==> run_1/closeup.png <==
Window x 28 to 48, y 28 to 48 um. Cells in grey, sequential cells in the stronger grey; small squares are vias.
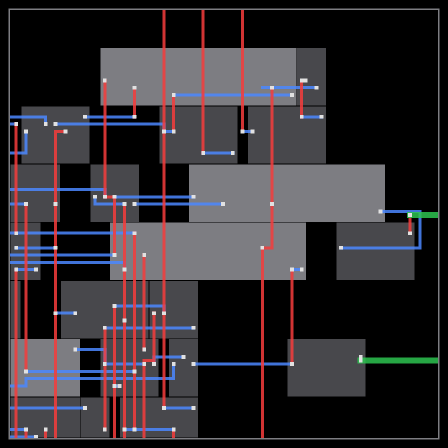
==> run_1/m2.png <==
Scale: 8 px per um.
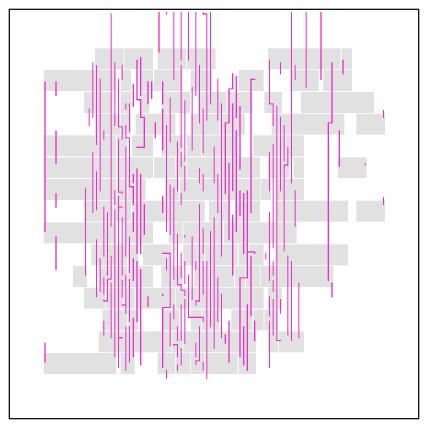
==> run_1/port_trees.png <==
Scale: 8 px per um.
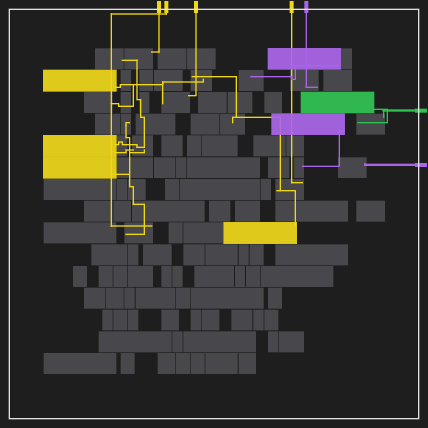
<file path="config.mk">
export PLATFORM = sky130hd
export DESIGN_NAME = req_arbiter
export DESIGN_NICKNAME = d
export VERILOG_FILES = /design/src/rtl/req_arbiter.sv
export SDC_FILE = /design/constraint.sdc
export NUM_CORES = 1
export LEC_CHECK = 0
export ABC_AREA = 0
export CAP_MARGIN = 20
export CORE_MARGIN = 4
export CORE_UTILIZATION = 48
export CTS_BUF_LIST = sky130_fd_sc_hd__clkbuf_8
export CTS_CLUSTER_SIZE = 25
export DETAILED_ROUTE_END_ITERATION = 6
export GPL_TIMING_DRIVEN = 0
export PLACE_DENSITY = 0.79
export SKIP_LAST_GASP = 1
export SLEW_MARGIN = 10
export SYNTH_ARGS = -nofsm -noshare
export SYNTH_HDL_FRONTEND = slang
export SYNTH_SLANG_ARGS = --single-unit
export TNS_END_PERCENT = 50
</file>
<file path="constraint.sdc">
create_clock -name clk -period 1.9 [get_ports clk]
set_input_delay 0.285 -clock clk [delete_from_list [all_inputs] [get_ports clk]]
set_output_delay 0.285 -clock clk [all_outputs]
set_load 0.01 [all_outputs]
</file>
<file path="src/rtl/req_arbiter.sv">
// Single-resource req/gnt/done arbiter with hold-time watchdog and one dead cycle after each release.
// Fixed highest-index priority by default; define ARB_ROUND_ROBIN_EN for rotating priority.
module req_arbiter #(
  parameter int NREQ     = 4,
  parameter int IDW      = 2,
  parameter int MAX_HOLD = 15
) (
  input  logic            clk,
  input  logic            rst,
  input  logic [NREQ-1:0] req,
  input  logic            done,
  output logic [NREQ-1:0] gnt,
  output logic [IDW-1:0]  gnt_id,
  output logic            gnt_valid,
  output logic            timeout
);

  typedef enum logic [1:0] {IDLE, GRANT, GAP} state_t;

  state_t          state, state_nxt;
  logic [7:0]      hold_cnt, hold_nxt;
  logic [IDW-1:0]  last_id, last_nxt;
  logic [NREQ-1:0] gnt_nxt;
  logic [IDW-1:0]  id_nxt;
  logic            vld_nxt;
  logic            to_nxt;
  logic [IDW-1:0]  winner;

`ifdef ARB_ROUND_ROBIN_EN
  int rr_best;
  int rr_dist;

  // Distance of each requester from the slot after the previous winner; nearest set bit wins.
  always_comb begin
    winner  = '0;
    rr_best = NREQ;
    rr_dist = 0;
    for (int i = 0; i < NREQ; i++) begin
      rr_dist = (i + NREQ - 1 - int'(last_id)) % NREQ;
      if (req[i] && (rr_dist < rr_best)) begin
        rr_best = rr_dist;
        winner  = IDW'(i);
      end
    end
  end
`else
  always_comb begin
    winner = '0;
    for (int i = 0; i < NREQ; i++) begin
      if (req[i]) winner = IDW'(i);
    end
  end
`endif

  always_ff @(posedge clk or posedge rst) begin
    if (rst) begin
      state     <= IDLE;
      hold_cnt  <= '0;
      last_id   <= IDW'(NREQ - 1);
      gnt       <= '0;
      gnt_id    <= '0;
      gnt_valid <= 1'b0;
      timeout   <= 1'b0;
    end else begin
      state     <= state_nxt;
      hold_cnt  <= hold_nxt;
      last_id   <= last_nxt;
      gnt       <= gnt_nxt;
      gnt_id    <= id_nxt;
      gnt_valid <= vld_nxt;
      timeout   <= to_nxt;
    end
  end

  always_comb begin
    state_nxt = state;
    hold_nxt  = hold_cnt;
    last_nxt  = last_id;
    gnt_nxt   = '0;
    id_nxt    = '0;
    vld_nxt   = 1'b0;
    to_nxt    = 1'b0;
    case (state)
      IDLE: begin
        if (|req) begin
          state_nxt = GRANT;
          hold_nxt  = '0;
          last_nxt  = winner;
          gnt_nxt   = {{(NREQ-1){1'b0}}, 1'b1} << winner;
          id_nxt    = winner;
          vld_nxt   = 1'b1;
        end
      end
      GRANT: begin
        // done outranks both abandon and watchdog expiry
        if (done || !(|(req & gnt))) begin
          state_nxt = GAP;
        end else if (hold_cnt == 8'(MAX_HOLD - 1)) begin
          state_nxt = GAP;
          to_nxt    = 1'b1;
        end else begin
          hold_nxt = (hold_cnt == 8'hFF) ? hold_cnt : hold_cnt + 8'd1;
          gnt_nxt  = gnt;
          id_nxt   = gnt_id;
          vld_nxt  = 1'b1;
        end
      end
      GAP: begin
        state_nxt = IDLE;
      end
      default: begin
        state_nxt = IDLE;
      end
    endcase
  end

endmodule

</file>
==> run notes, run 1 <==
The synthesized-area fraction occupied by and/or/nand/nor cells works out to 0.205. The synthesis run identifies the leading combinational cell family as AND-OR/OR-AND gates. The via count normalized by instance count is 5.67. The run finished, with violations left. With the count of inserted antenna diode cells at 0, the total of hold buffers inserted after clock tree synthesis is 0. The worst setup path is launched from a flip-flop.

With the clock transition time at the flip-flop clock pins of the worst setup and hold paths at 0.07 ns, the clock network power share is 0.236. The final hold violation count was 0; the sequential power was 510 uW. For this run, the leading register cell type out of synthesis is sky130_fd_sc_hd__dfrtp_1.

For the total via count in the routed design, the log shows 765. According to the timing report, the arrival time at the worst endpoint equals 2.22 ns. Per the timing report, the achievable frequency comes out to 0.493 GHz.

The tools report the pin count of the biggest net entering global routing as 19. Endpoint of the worst-slack reg-to-reg timing path: hold_cnt[7]$_DFFE_PP0P_. Classification of the worst setup path: reg -> reg. The die covers 2600 sq um. Clock tree buffer depth: 2. The xor/xnor cell area share of the yosys netlist is 0. In the final run the clock tree shows a worst skew of 0.00401 ns.

The tools report the TritonCTS sink count as 18. The critical path endpoint has a required time of 2.09 ns. The count of port buffers added during placement is 14, and the count of unique library cells instantiated by Yosys is 30. The run gives 0.508 for the floorplan-stage core utilization. For the via count of the first global-routing pass, the log shows 828.

Detailed-route iteration 0 reported a violation count of 13. The first detailed-routing pass ran for 4 iterations. Headroom to the max-slew limit: 0.551. Worst setup path startpoint: hold_cnt[0]$_DFFE_PP0P_. The total number of warnings across the stage logs came out at 30. The run gives 0.196 for the aggregate global-route resource usage. The floorplan report gives the top-level pin count as 15. TritonCTS built the clock tree. For the finished layout, the period the worst path requires is 2.03 ns. Setup repair after global routing could not meet its margin everywhere. The synthesized netlist occupies a cell area of 887 sq um.

The share of synthesized registers carrying an async set or reset came out at 1.00. The run reported a max-capacitance violation count of 0. Ranked by power, first place goes to sequential cells. The tools report the leakage power of the design as 0.000516 uW. Measured in cells, the most critical reg-to-reg path has a length of 7. The run gives 0.136 for the fraction of final layout cells with drive strength greater than 1. With the number of max-slew violations in the final report at 0, the highest net fanout along the worst path is 6.

The total of flip-flops plus latches after synthesis came out at 18. A synthesized cell averages 10.1 sq um. The run gives 3.81 mm as the first-pass GRT wire length. Wires add up to 2.14 mm. With the synthesized-area fraction occupied by adder cells at 0.0282, the final number of setup-violating endpoints is 16. The fill cell total of the finished layout came out at 140. The fraction of the cycle the final worst path needs is 1.07.

Post-layout worst setup margin: -0.127 ns. According to the timing report, the critical path is captured at hold_cnt[7]$_DFFE_PP0P_. Recorded from the global router log, the overflow total was 0. The internal power of the cells totals 871 uW. In this run the standard cell core region covers 1750 sq um.

The number of nets in the synthesized netlist was 97; the power density over the cells was 1120 nW/um^2. According to the floorplan log, the row count is 15. The checks that failed: setup timing. The tools report the fraction of the yosys area taken by sequential cells as 0.508. In this run the layout overhead on the synthesized area is reported as 31.2%. The logs give 307 uW for the power in the clock group and -0.13 ns for the setup slack of the worst register-to-register path.

From left edge to right edge, the die measures 51.0 um. STA lists the startpoint of the worst register-to-register path as hold_cnt[0]$_DFFE_PP0P_. The path class of the lowest-slack min-delay path is in -> async.

The stat command in Yosys gives a chip area of 887 sq um. The aoi/oai-family share of the synthesized area was 0.214. Clock tree synthesis selected as its root buffer the cell sky130_fd_sc_hd__clkbuf_8. The fraction of power consumed by combinational cells was 0.371; the post-layout net count was 120. With the slew at the pin closest to its max-slew limit at 0.672 ns, the number of cells in the finished layout apart from fillers is 135. The later pin in the worst-skew pair is clocked with a latency of 0.25 ns. For the global placement routability congestion, the log shows 0.856. Per report_power, the Combinational row totals 482 uW. The synthesized design contains 0 enable-type register cells. The part of the power in registers came out at 0.392.

The logs give 0 for the number of warnings reported in the yosys synthesis log and 1.49 mm for the sum of net half-perimeters after detailed placement. The mux share of post-synthesis cell area was 0.0113; the switching power share of the total was 0.330. The detailed-route DRC error count is 0. The run gives 0.607 mV for the peak supply drop.
Back to the opening pictures, closeup.png:
[M2] red
[M1] blue
[M3] green
cells with their middle in the window: 17
netlist names of flops here include: `gnt_id` (2), `gnt_valid` (1)
sequential cells in the window: 3
most frequent: clkdlybuf4s50_1 (5), dfrtp_1 (3), nand2b_1 (2)

Back to the opening pictures, m2.png:
longest straight run: 29.2 um
share of all routed wire: 51%
wire length on this layer: 1,090 um
main direction: vertical
nets with wire on the layer: 101

Back to the opening pictures, port_trees.png:
[`gnt_valid`] green | bits: 1 | direction: output | end cells: 1 | buffers: 1 | wire: 12.0 um
[`gnt`] yellow | bits: 4 | direction: output | end cells: 4 | buffers: 4 | wire: 176 um
[`gnt_id`] purple | bits: 2 | direction: output | end cells: 2 | buffers: 2 | wire: 39.7 um

[run 1: layer usage]
layer | share of wire | GRT usage | up-vias | wire [um]
li1 | - | - | 369 | -
met1 | 0.44 | 0.247 | 379 | 947
met2 | 0.51 | 0.335 | 12 | 1090
met3 | 0.027 | 0.0262 | 5 | 58
met4 | 0.021 | 0.0852 | 0 | 46
met5 | 0 | 0 | - | 0
[run 1: cell usage in the layout, fill, tap and decap left out, drive strengths merged]
cell type,synthesis,layout
a211oi,1,1
a21oi,3,3
a22o,3,3
a22oi,2,2
a31oi,1,1
a32o,2,2
a32oi,1,1
and2,1,1
and2b,1,1
and3,3,3
and4,1,1
buf,1,5
clkbuf,1,5
clkdlybuf4s50,0,14
dfrtp,18,18
ha,2,2
inv,4,4
mux2i,1,1
nand2,11,11
nand2b,3,3
nand3,1,1
nand4,3,3
nor2,6,6
o21ai,12,12
o31ai,2,2
o41ai,1,1
or3,1,1
or4,1,1
or4b,1,1
[run 1: what timing repair did]
item / in CTS / in global routing
setup endpoints to repair: 16 / 16
endpoints found under the hold margin: 0 / 0
gates resized: 4 / 3
pin swaps: 0 / 2
cloned: 1 / 0
buffers inserted: 2 / 1
[run 1: synth_stat cells, types with 2 or more instances]
master                     number  area [sq um]
sky130_fd_sc_hd__a22oi_1        2          15.0
sky130_fd_sc_hd__nand2_1       11          41.3
sky130_fd_sc_hd__o21ai_0       11          55.1
sky130_fd_sc_hd__inv_1          4          15.0
sky130_fd_sc_hd__nor2_1         6          22.5
sky130_fd_sc_hd__o31ai_1        2          15.0
sky130_fd_sc_hd__dfrtp_1       18           450
sky130_fd_sc_hd__nand2b_1       3          18.8
sky130_fd_sc_hd__and3_1         2          12.5
sky130_fd_sc_hd__a22o_1         3          26.3
sky130_fd_sc_hd__ha_1           2          25.0
sky130_fd_sc_hd__nand4_1        3          18.8
sky130_fd_sc_hd__a32o_1         2          20.0
sky130_fd_sc_hd__a21oi_1        3          15.0
[run 1: per-stage QoR]
stage	utilization	area (sq um)	TNS [ns]	hold WS, ns	power [uW]
floorplan	-	887	-0.130	0.224	735
global placement	0.606	1060	-1.66	0.456	897
detailed placement	0.606	1060	-2.48	0.472	920
CTS	0.659	1150	-1.02	0.450	1270
global route	0.667	1160	-2.80	0.495	1380
finish	0.667	1160	-1.29	0.428	1300
[run 1: critical path, cell delays in order, from the launching register on]
cell and delay [ns]:
sky130_fd_sc_hd__dfrtp_1 0.38, sky130_fd_sc_hd__inv_1 0.07, sky130_fd_sc_hd__ha_1 0.14, sky130_fd_sc_hd__or4b_1 0.44, sky130_fd_sc_hd__or3_4 0.38, sky130_fd_sc_hd__a32oi_4 0.28
sky130_fd_sc_hd__buf_6 0.15, sky130_fd_sc_hd__a22o_1 0.13
[run 1: cell type report]
class | instances | area (sq um) | area share
inverter | 4 | 15.0 | 0.0129
multi-input combinational | 64 | 423 | 0.363
buffer | 2 | 15.0 | 0.0129
clock buffer | 4 | 55.1 | 0.0473
sequential | 18 | 450 | 0.387
tap | 25 | 31.3 | 0.0269
timing repair buffer | 18 | 174 | 0.149
[run 1: registers in the layout, summed over array words and instances (netlist names)]
name / cells
state: 2
hold_cnt: 8
gnt: 4
timeout: 1
gnt_id: 2
gnt_valid: 1
==> run 2, diff against run 1 <==
--- a/config.mk
+++ b/config.mk
@@ -8,12 +8,12 @@
 export ABC_AREA = 0
 export CAP_MARGIN = 20
 export CORE_MARGIN = 4
-export CORE_UTILIZATION = 48
+export CORE_UTILIZATION = 45
 export CTS_BUF_LIST = sky130_fd_sc_hd__clkbuf_8
 export CTS_CLUSTER_SIZE = 25
 export DETAILED_ROUTE_END_ITERATION = 6
 export GPL_TIMING_DRIVEN = 0
-export PLACE_DENSITY = 0.79
+export PLACE_DENSITY = 0.75
 export SKIP_LAST_GASP = 1
 export SLEW_MARGIN = 10
 export SYNTH_ARGS = -nofsm -noshare
==> run notes, run 2 <==
The run gives 0 as the number of maximum-capacitance violations. Across all hold checks on the routed design, the worst slack comes to 0.425 ns. For this run, the top clock speed supported by timing is 0.494 GHz.

The tools report the leakage power of the design as 0.000512 uW. The number of antenna violations at the first check in global routing was 0. After the flow finishes, the layout carries non-filler instances totaling 134.

The run gives 5.92 for the via count normalized by instance count. The registers reported with the highest flop counts are hold_cnt x8, gnt x4. The headroom to the max-slew limit was 0.556. In the final layout, the multi-input gates occupy 425 sq um. Most popular library cell in the synthesized design by count: sky130_fd_sc_hd__dfrtp_1. The most common logic cell in the final layout is sky130_fd_sc_hd__dfrtp_1.

The clock root buffer was sky130_fd_sc_hd__clkbuf_8. The tools report the endpoint type of the worst setup path as a flip-flop. At the pin with the least slew margin, the transition time is 0.665 ns.

Yosys reports that the most numerous cell types are sky130_fd_sc_hd__dfrtp_1, sky130_fd_sc_hd__nand2_1, sky130_fd_sc_hd__o21ai_0, sky130_fd_sc_hd__nor2_1, sky130_fd_sc_hd__inv_1. The category of the worst setup path launch point is a flip-flop. The run gives 750 as the via count of the first global-routing pass. The run gives 1100 nW/um^2 for the power density over the cells. The share of Yosys cell area claimed by the top area cell type is 0.508. The number of warnings reported in the yosys synthesis log is 0.

Timing analysis after detailed placement gives a worst setup slack of -0.244 ns. In the synthesized netlist, the number of instances is 88. The total number of warnings across the stage logs is 30, and the pin count of the biggest net entering global routing is 19.

Cell family contributing the most delay on the critical path: simple AND/OR/NAND/NOR gates. The worst register-to-register path depth is 7. The number of flip-flops in the largest register came out at 8. With the highest net fanout along the worst path at 5, the number of cells in the yosys synthesis report is 88. The routed design could run at a clock period as short as 2.02 ns.

The mean post-synth cell area was 10.1 sq um. Recorded from the global router log, the overflow total was 0. With the final hold violation count at 0, the signal arrival time at the worst endpoint is 2.16 ns.

The clock latency on the worst-skew pair was 0.25 ns. The sequential cells in the finished layout cover a total of 450 sq um. The run gives 52.4 um for the floorplan die width.

Per STA, the worst path is made up of inv_1 > ha_1 > or4b_1 > or3_4 > and2_4 > buf_6 > a32o_1. For this block, the routed nets add up to 2.12 mm of wire. Fraction of final layout cells with drive strength greater than 1: 0.138. Setup total negative slack: -1.01 ns. For the fraction of the yosys area taken by sequential cells, the log shows 0.508. The cell type that accounts for the most area after synthesis is sky130_fd_sc_hd__dfrtp_1. Counting flops per register, the top entry is hold_cnt. After layout, the setup clock skew is reported as 0.00130 ns.

The number of placed instances with taps included was 127. Per the detail_route report, DRC violations left total 0. After floorplanning, the core was divided into 15 placement rows.

The run finished, with violations left. The classification of the worst setup path is reg -> reg. The run gives 0.492 as the floorplan-stage core utilization.

By area the synthesized netlist is led by sky130_fd_sc_hd__dfrtp_1, sky130_fd_sc_hd__o21ai_0, sky130_fd_sc_hd__nand2_1. With the TritonCTS sink count at 18, the largest incremental delay on the critical path is 0.45 ns. The checks that failed: setup timing. With the fill cell total of the finished layout at 144, the count of flip-flops with a built-in enable after synthesis is 0. The fraction of the cycle the final worst path needs is 1.06. The aggregate global-route resource usage came out at 0.172. The post-layout worst setup margin was -0.123 ns. The slowest library cell on the worst path was sky130_fd_sc_hd__or4b_1. The share of synthesized registers carrying an async set or reset came out at 1.00. In the layout the commonest cells are sky130_fd_sc_hd__dfrtp_1, sky130_fd_sc_hd__clkdlybuf4s50_1, sky130_fd_sc_hd__nand2_1.

The leading register cell type out of synthesis is sky130_fd_sc_hd__dfrtp_1. With the data required time at the worst endpoint at 2.04 ns, the peak supply drop is 0.777 mV. Per the OpenROAD floorplan log, the height of the die is 52.4 um. The repair_antennas step left the layout with diodes totalling 0.

The net count after synthesis is 97. The count of buffer and inverter cells on the critical path was 2. The wire-length estimate of the detail-placed layout is 1.40 mm. The gate-level netlist out of Yosys references 30 unique cell types. The average wire per standard cell was 15.8 um; the number of CTS-inserted buffers was 3. The run gives 3.51 mm as the first-pass GRT wire length. Before any placement, the netlist area is recorded as 887 sq um. The total area inside the core boundary comes to 1800 sq um. TritonCTS built the clock tree. The tools report the count of routing violations after the opening detailed-route iteration as 30. The clock transition time at the flip-flop clock pins of the worst setup and hold paths was 0.07 ns. Setup repair after global routing could not meet its margin everywhere. Walking the critical path from launch to capture passes 7 cell instances.

The deepest level of the CTS H-tree was 1. Nets still carrying antenna violations after routing amount to 0. The run gives 887 sq um as the synthesized chip area reported by yosys.

For the final number of setup-violating endpoints, the log shows 16. The chip occupies 2750 sq um. The area added between synthesis and finish came out at 30.6%. The path class of the lowest-slack min-delay path is in -> async. After synthesis the netlist holds a flip-flop and latch count of 18. The net count of the finished layout is 119. With the total via count in the routed design at 793, the iteration tally of the first detailed-router pass is 4.

After its last routability iteration, the placer logged a weighted congestion of 0.823. The run gives 2 for the clock tree buffer depth. The run gives 0 as the number of max-slew violations in the final report.
-- run 2: repair_timing --
| action | 4_1_cts | 5_1_grt |
|---|---|---|
| setup buffers | 2 | 0 |
| endpoints found under the hold margin | 0 | 0 |
| pin swaps | 3 | 1 |
| hold buffers | 0 | 0 |
| setup endpoints to repair | 16 | 16 |
| gates cloned | 1 | 0 |
| resized | 7 | 4 |
-- run 2: logic make-up after synthesis --
group                    synth area share
AND/OR/NAND/NOR                     0.205
AND-OR/OR-AND                       0.214
multiplexers                       0.0113
flip-flops                          0.508
buffers and inverters              0.0338
adder cells (fa/ha/maj)            0.0282
-- run 2: layer usage --
layer / vias up / routed length, um / GRT usage
li1: 367 / - / -
met1: 377 / 916 / 0.236
met2: 45 / 1010 / 0.267
met3: 4 / 162 / 0.0427
met4: 0 / 25 / 0.0511
met5: - / 0 / 0
-- run 2: through the flow --
| stage | utilization | cell area [sq um] | power [uW] |
|---|---|---|---|
| floorplan | - | 887 | 735 |
| global placement | 0.588 | 1060 | 899 |
| detailed placement | 0.588 | 1060 | 915 |
| CTS | 0.640 | 1150 | 1270 |
| global route | 0.643 | 1160 | 1340 |
| finish | 0.643 | 1160 | 1270 |
-- run 2: worst register-to-register path: cells and delay by family, from the launching register on --
family	cells	cell delay [ns]
buffers and inverters	2	0.19
flip-flops	1	0.38
adder cells (fa/ha/maj)	1	0.13
AND-OR/OR-AND	1	0.20
AND/OR/NAND/NOR	3	1.01
-- run 2: area by class of cell --
class	count	share of cell area
buffer	2	0.0130
clock buffer	4	0.0475
inverter	4	0.0130
multi-input combinational	64	0.367
sequential	18	0.389
tap	25	0.0270
timing repair buffer	17	0.144
-- run 2: path summary, 6_finish.rpt --
path	startpoint	to	slack [ns]
min in group clk	gnt_id[1]$_DFFE_PP0P_	gnt_id[1]$_DFFE_PP0P_	0.48
worst min register to register	gnt_id[1]$_DFFE_PP0P_	gnt_id[1]$_DFFE_PP0P_	0.48
worst max-delay path	hold_cnt[0]$_DFFE_PP0P_	gnt[1]$_DFFE_PP0P_	-0.12
worst min-delay path	rst	gnt_valid$_DFF_PP0_	0.42
max in group asynchronous	rst	gnt[0]$_DFFE_PP0P_	1.05
worst max register to register	hold_cnt[0]$_DFFE_PP0P_	gnt[1]$_DFFE_PP0P_	-0.12
-- run 2: report_power, final --
group,total [uW],internal (uW),switching [uW]
combinational,456,209,247
clock,311,184,127
sequential,506,457,48.5
total,1270,850,422
==> run_2/port_trees.png <==
Scale: 8 px per um.
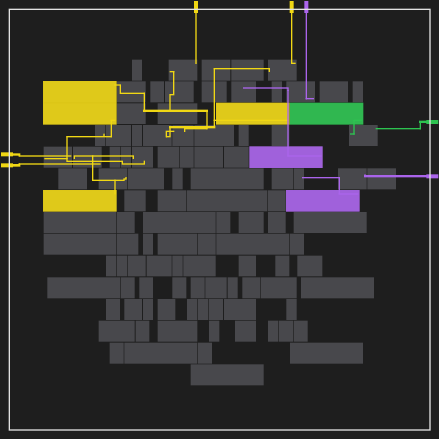
[`gnt_valid`] green | bits: 1 | direction: output | end cells: 1 | buffers: 1 | wire: 10.1 um
[`gnt_id`] purple | bits: 2 | direction: output | end cells: 2 | buffers: 2 | wire: 46.5 um
[`gnt`] yellow | bits: 4 | direction: output | end cells: 4 | buffers: 4 | wire: 132 um
Ports: 15
total of buffers placed on input and output ports: 14

No activity file was given, so power comes from the tool's default toggle rates.
